Track usage over the die:
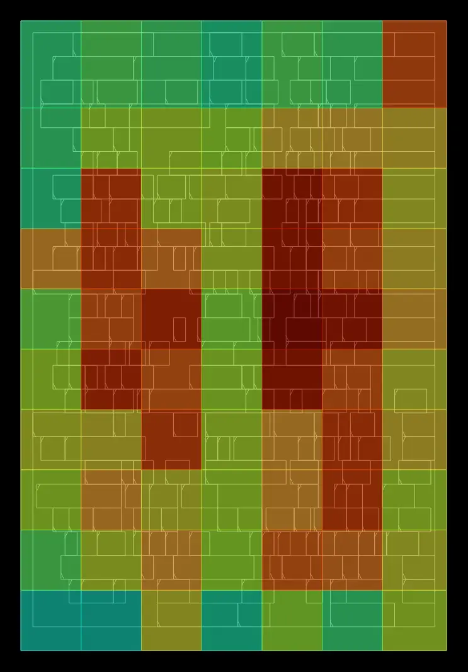
M3 wires:
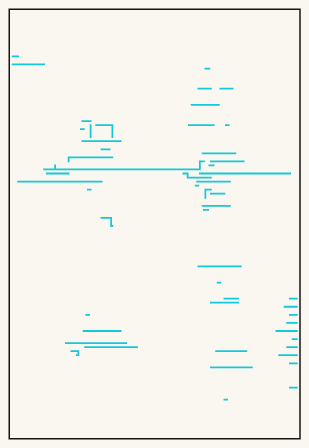
M1 wires:
Bar = 10 um. Supply wires on this layer in gray.
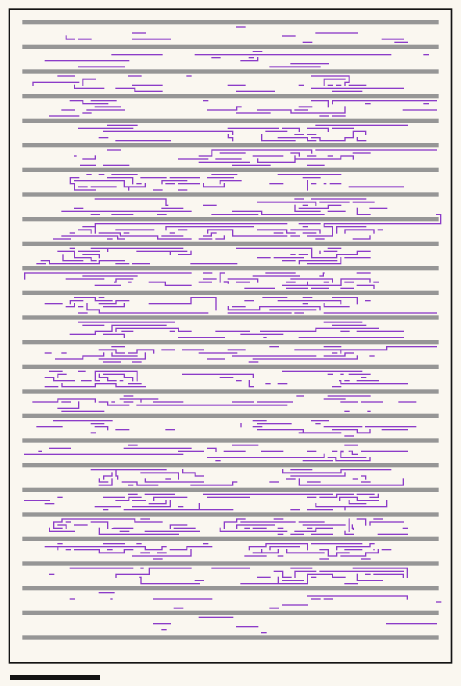
The metal 4 layer:
Bar = 10 um. Supply wires on this layer in gray.
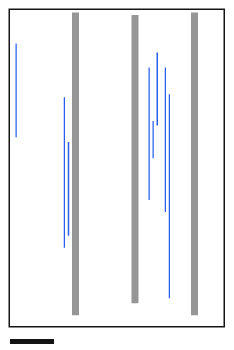
Metal 2:
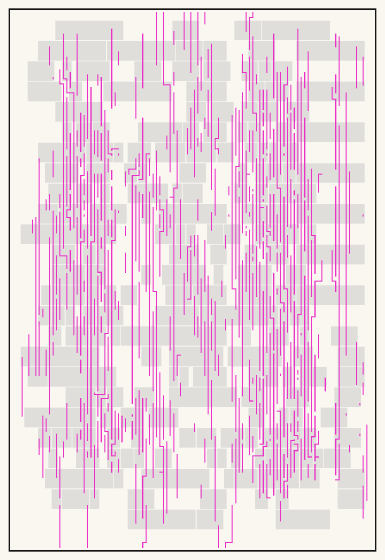
--- src/rtl/elevator_pkg.sv ---
// Shared direction and state codes for the elevator controller blocks.
// dir_flip gives the opposite travel direction for the SCAN reversal.
package elevator_pkg;

  typedef enum logic [1:0] {
    DIR_IDLE = 2'b00,
    DIR_UP   = 2'b10,
    DIR_DOWN = 2'b01
  } dir_e;

  typedef enum logic [1:0] {
    ST_IDLE = 2'b00,
    ST_MOVE = 2'b01,
    ST_DOOR = 2'b10
  } state_e;

  function automatic dir_e dir_flip(input dir_e d);
    return (d == DIR_UP) ? DIR_DOWN : DIR_UP;
  endfunction

endpackage

--- src/rtl/elevator_req_scan.sv ---
// Combinational summary of the pending-request mask relative to the car:
// any request above, any below, and one at the current floor.
module elevator_req_scan #(
  parameter int N_FLOORS = 8,
  parameter int FLOOR_W  = $clog2(N_FLOORS)
) (
  input  logic [N_FLOORS-1:0] pending_i,
  input  logic [FLOOR_W-1:0]  floor_i,
  output logic                above_o,
  output logic                below_o,
  output logic                here_o
);

  always_comb begin
    above_o = 1'b0;
    below_o = 1'b0;
    here_o  = 1'b0;
    for (int i = 0; i < N_FLOORS; i++) begin
      if (i > int'(floor_i))  above_o = above_o | pending_i[i];
      if (i < int'(floor_i))  below_o = below_o | pending_i[i];
      if (i == int'(floor_i)) here_o  = here_o  | pending_i[i];
    end
  end

endmodule

--- src/rtl/elevator_scan_ctrl.sv ---
// SCAN elevator car controller: pending request mask, timed floor moves and
// timed (reloadable) door dwell. emergency asynchronously recalls to floor 0.
module elevator_scan_ctrl
  import elevator_pkg::*;
#(
  parameter int N_FLOORS    = 8,
  parameter int FLOOR_W     = $clog2(N_FLOORS),
  parameter int MOVE_CYCLES = 4,
  parameter int DOOR_CYCLES = 6
) (
  input  logic                clk,
  input  logic                emergency,
  input  logic                req_valid,
  input  logic [FLOOR_W-1:0]  req_floor,
  output logic                req_ready,
  output logic                req_err,
  output logic [FLOOR_W-1:0]  floor,
  output logic [1:0]          dir,
  output logic                moving,
  output logic                door_open,
  output logic [N_FLOORS-1:0] pending,
  output logic [1:0]          state
);

  localparam int TMAX = (MOVE_CYCLES > DOOR_CYCLES) ? MOVE_CYCLES : DOOR_CYCLES;
  localparam int TW   = $clog2(TMAX + 1);
  localparam logic [TW-1:0] MOVE_LOAD = TW'(MOVE_CYCLES - 1);
  localparam logic [TW-1:0] DOOR_LOAD = TW'(DOOR_CYCLES - 1);

  // Handshake: a request transfers on any clock edge where req_valid and
  // req_ready are both high; req_ready drops only while emergency is held.
  state_e                state_q, state_d;
  dir_e                  dir_q, dir_d;
  dir_e                  last_dir_q, last_dir_d;
  logic [FLOOR_W-1:0]    floor_q, floor_d;
  logic [TW-1:0]         timer_q, timer_d;
  logic [N_FLOORS-1:0]   pending_q, pending_d;
  logic                  req_err_q, req_err_d;
  logic                  moving_q, door_q;

  logic                  accept, in_range, door_reload;
  logic                  above, below, here;
  logic                  ahead_last, behind_last, ahead_dir;
  logic [FLOOR_W-1:0]    next_floor;
  logic                  next_hit;
  logic [N_FLOORS-1:0]   set_vec, clr_vec, here_mask, next_mask;

  elevator_req_scan #(
    .N_FLOORS (N_FLOORS),
    .FLOOR_W  (FLOOR_W)
  ) u_scan (
    .pending_i (pending_q),
    .floor_i   (floor_q),
    .above_o   (above),
    .below_o   (below),
    .here_o    (here)
  );

  assign req_ready   = ~emergency;
  assign accept      = req_valid & req_ready;
  assign in_range    = int'(req_floor) < N_FLOORS;
  assign door_reload = accept & in_range & (state_q == ST_DOOR) & (req_floor == floor_q);
  assign ahead_last  = (last_dir_q == DIR_UP) ? above : below;
  assign behind_last = (last_dir_q == DIR_UP) ? below : above;
  // Only consulted when the arrival floor has no request, so the mask beyond
  // the old floor equals the mask beyond the new one.
  assign ahead_dir   = (dir_q == DIR_UP) ? above : below;
  assign next_floor  = (dir_q == DIR_UP) ? floor_q + FLOOR_W'(1) : floor_q - FLOOR_W'(1);

  always_comb begin
    set_vec   = '0;
    here_mask = '0;
    next_mask = '0;
    next_hit  = 1'b0;
    for (int i = 0; i < N_FLOORS; i++) begin
      if (accept && in_range && !door_reload && i == int'(req_floor)) set_vec[i] = 1'b1;
      if (i == int'(floor_q)) here_mask[i] = 1'b1;
      if (i == int'(next_floor)) begin
        next_mask[i] = 1'b1;
        next_hit     = pending_q[i];
      end
    end
  end

  always_comb begin
    state_d    = state_q;
    dir_d      = dir_q;
    last_dir_d = last_dir_q;
    floor_d    = floor_q;
    timer_d    = timer_q;
    clr_vec    = '0;
    req_err_d  = accept & ~in_range;
    case (state_q)
      ST_IDLE: begin
        dir_d = DIR_IDLE;
        if (here) begin
          state_d = ST_DOOR;
          timer_d = DOOR_LOAD;
          clr_vec = here_mask;
        end else if (ahead_last) begin
          state_d = ST_MOVE;
          dir_d   = last_dir_q;
          timer_d = MOVE_LOAD;
        end else if (behind_last) begin
          state_d = ST_MOVE;
          dir_d   = dir_flip(last_dir_q);
          timer_d = MOVE_LOAD;
        end
      end
      ST_MOVE: begin
        last_dir_d = dir_q;
        if (timer_q == '0) begin
          floor_d = next_floor;
          timer_d = MOVE_LOAD;
          if (next_hit) begin
            state_d = ST_DOOR;
            dir_d   = DIR_IDLE;
            timer_d = DOOR_LOAD;
            clr_vec = next_mask;
          end else if (!ahead_dir) begin
            state_d = ST_IDLE;
            dir_d   = DIR_IDLE;
          end
        end else begin
          timer_d = timer_q - TW'(1);
        end
      end
      ST_DOOR: begin
        dir_d = DIR_IDLE;
        if (door_reload) begin
          timer_d = DOOR_LOAD;
        end else if (timer_q == '0) begin
          state_d = ST_IDLE;
        end else begin
          timer_d = timer_q - TW'(1);
        end
      end
      default: begin
        state_d = ST_IDLE;
        dir_d   = DIR_IDLE;
      end
    endcase
    // A bit set and served on the same edge counts as served.
    pending_d = (pending_q | set_vec) & ~clr_vec;
  end

  always_ff @(posedge clk or posedge emergency) begin
    if (emergency) begin
      state_q    <= ST_IDLE;
      dir_q      <= DIR_IDLE;
      last_dir_q <= DIR_UP;
      floor_q    <= '0;
      timer_q    <= '0;
      pending_q  <= '0;
      req_err_q  <= 1'b0;
      moving_q   <= 1'b0;
      door_q     <= 1'b0;
    end else begin
      state_q    <= state_d;
      dir_q      <= dir_d;
      last_dir_q <= last_dir_d;
      floor_q    <= floor_d;
      timer_q    <= timer_d;
      pending_q  <= pending_d;
      req_err_q  <= req_err_d;
      moving_q   <= (state_d == ST_MOVE);
      door_q     <= (state_d == ST_DOOR);
    end
  end

  assign req_err   = req_err_q;
  assign floor     = floor_q;
  assign dir       = dir_q;
  assign moving    = moving_q;
  assign door_open = door_q;
  assign pending   = pending_q;
  assign state     = state_q;

endmodule

--- config.mk ---
export PLATFORM = sky130hd
export DESIGN_NAME = elevator_scan_ctrl
export DESIGN_NICKNAME = d
export VERILOG_FILES = /design/src/rtl/elevator_pkg.sv /design/src/rtl/elevator_req_scan.sv /design/src/rtl/elevator_scan_ctrl.sv
export SDC_FILE = /design/constraint.sdc
export NUM_CORES = 1
export LEC_CHECK = 0
export CAP_MARGIN = 40
export CORE_ASPECT_RATIO = 1.5
export CORE_UTILIZATION = 55
export CTS_BUF_LIST = sky130_fd_sc_hd__clkbuf_4
export DETAILED_ROUTE_END_ITERATION = 10
export PLACE_DENSITY_LB_ADDON = 0.12
export SYNTH_ARGS = -nofsm -noshare
export SYNTH_HDL_FRONTEND = slang
export SYNTH_HIERARCHICAL = 1
export SYNTH_SLANG_ARGS = --single-unit
--- constraint.sdc ---
create_clock -name clk -period 4.2 [get_ports clk]
set_input_delay 1.26 -clock clk [delete_from_list [all_inputs] [get_ports clk]]
set_output_delay 1.26 -clock clk [all_outputs]
set_load 0.05 [all_outputs]
==> results_dict.tcl <==
# metrics dict for downstream scripts
set metrics [dict create \
    diodes 0 \
    ant_nets 0 \
    ys_top_cells_by_count "21 x dfrtp_1, 18 x a21oi_1, 16 x nor2_1" \
    clock_skew_ps 14.5 \
    finalCriticalPeriod_ps 3360 \
    synth_flops 22 \
    wl_met1_um 1810 \
    row_count 25 \
    drc 0 \
    ys_sh_mux_pct 3.47 \
    path_clk_slew_ps 120 \
    ys_warn_count 6 \
    io_buffers 23 \
    die_area_mm2 0.00351 \
    grt_usage_pct 28.5 \
    busiest_layer "met2" \
    relSlewSlack_pct 35.0 \
    drv_slew 0 \
    n_clock_buffer 3 \
    cts_htree_levels 1 \
    final_layout_size_suffix_gt1_share_pct 7.56 \
    syn_nets 223 \
    cts_setup_buffers 0 \
    finalCritPeriodShare_pct 79.9 \
    ys_types 57 \
    clock_sinks 22 \
    top_cells_by_area "dfrtp_1 29%, ha_1 7.6%, a21oi_1 5.0%" \
    num-multi-input-gates 160 \
    grtUsageMet2_pct 50.8 \
    worst-setup-path-type "reg -> out" \
    setup_tns_ps 0 \
    gp_congestion 0.905 \
    via_per_inst 6.59 \
    yosysTopAreaCellShare_pct 29.2 \
    dr_wl_met3_um 213 \
    ys.flop_type "dfrtp_1" \
    hp-class "reg -> reg" \
    grt_remaining_overflow 0 \
    area_growth_pct 16.5 \
    crit_chain "clkdlybuf4s50_1" \
    ys_sh_adder_pct 8.76 \
    reg2reg_from "floor[1]" \
    inverters 15 \
    arrival_ps 2100 \
    nNonClkBuffers 24 \
    tool_warnings 35 \
    comb_area_share_pct 54.3 \
    hold_viol 0 \
    top_layer "met4" \
    die_h_um 72.1 \
    cp.depth 1 \
    crit_end "floor[1]" \
    cp_top_family "buffers and inverters" \
    largest_cell_class "combinational gates" \
    largest_area_cell "dfrtp_1" \
    cts.path.max_buffers 2 \
    grt_pass1_vias 1680 \
    core-area_mm2 0.00313 \
    stdcell_count 265 \
    initial_utilization_pct 57.6 \
    min_from "timer_q[1]" \
    dpl.cell_count 261 \
    synth-simple-area-share_pct 19.9 \
    comb_area_mm2 0.00114 \
    seq_area_um2 552 \
    synth_top_cell_by_count "dfrtp_1" \
    finalSetupViolCount 0 \
    critical_path.startpoint_type "register" \
    signal_buffer_area_fraction_pct 11.8 \
    cts_buffers 3 \
    ys_sh_xor_pct 4.17 \
    min_to "timer_q[1]" \
    synthTopLogicFamily "AND-OR/OR-AND gates" \
    end_kind "output port" \
    synthesis.area_mm2 0.00180 \
    wl_met2_um 2550 \
    flops 22 \
    antenna_found_initial 0 \
    tightest_slew_ps 965 \
    clk_latency_ps 320 \
    cts_tree "done" \
    min_path_cells 1 \
    async_flop_share_pct 100 \
    slowest_delay_ps 930 \
    r2r_cells 8 \
    dr.pass1.iters 5 \
    clock_area_share_pct 2.50 \
    grt_max_degree 24 \
    cts_hold_buf 0 \
    path_buffers 1 \
    io_pins 25 \
    grt_pass1_wl_um 7780 \
    timing.rr.end "moving" \
    ys_seq_share_pct 30.6 \
    outcome "completed" \
    fillers 263 \
    routedWlPerCell_um 18.0 \
    ys_sh_aoi_pct 26.8 \
    fin_nets 244 \
    cts_resized 0 \
    worst-path-max-fanout 22 \
    cp-startpoint "floor[1]" \
    cp_slowest_cell "clkdlybuf4s50_1" \
    lay_top_count "clkdlybuf4s50_1" \
    timing.fmax_ghz 0.298 \
    drt_iter0_markers 103 \
    edf_count 0 \
    syn_inst 205 \
    ys_cells 205 \
    syn_area_per_cell_um2 8.78 \
    ys_area_mm2 0.00180 \
    r2r_slack_ps 1080 \
    nWellTaps 40 \
    seq_share_pct 26.3 \
    clockRootBuffer "clkbuf_4" \
]
Notes on 'track usage over the die' above:
routing usage on met3: 2.73%
GR Util met1: 31.9%

Notes on 'M3 wires' above:
main direction: horizontal
nets with wire on the layer: 42
share of all routed wire: 4.5%
wire length on this layer: 213 um
DR vias: 1746
total length of routed wires: 4780 um

Notes on 'M1 wires' above:
main direction: horizontal
longest straight run: 21.6 um
nets with wire on the layer: 212

Notes on 'the metal 4 layer' above:
share of all routed wire: 4.4%
main direction: vertical
nets with wire on the layer: 8

Notes on 'metal 2' above:
wire length on this layer: 2550 um
longest straight run: 41.8 um
main direction: vertical
nets with wire on the layer: 210

==> per-stage QoR <==
step / hold WS (ps) / worst slack, ps / area [um2] / utilization [%]
after detailed placement: 501 / 865 / 2050 / 65.4
after global routing: 552 / 749 / 2100 / 67.1
after global placement: 493 / 873 / 2050 / 65.4
after floorplan: 473 / 927 / 1800 / -
final: 530 / 843 / 2100 / 67.1
after CTS: 532 / 843 / 2100 / 67.1
==> sequential cells by signal (all words and copies together) (netlist names) <==
signal and flops:
pending 8, floor 3, timer_q 3, dir 2, last_dir_q 2, state 2
door_open 1, moving 1
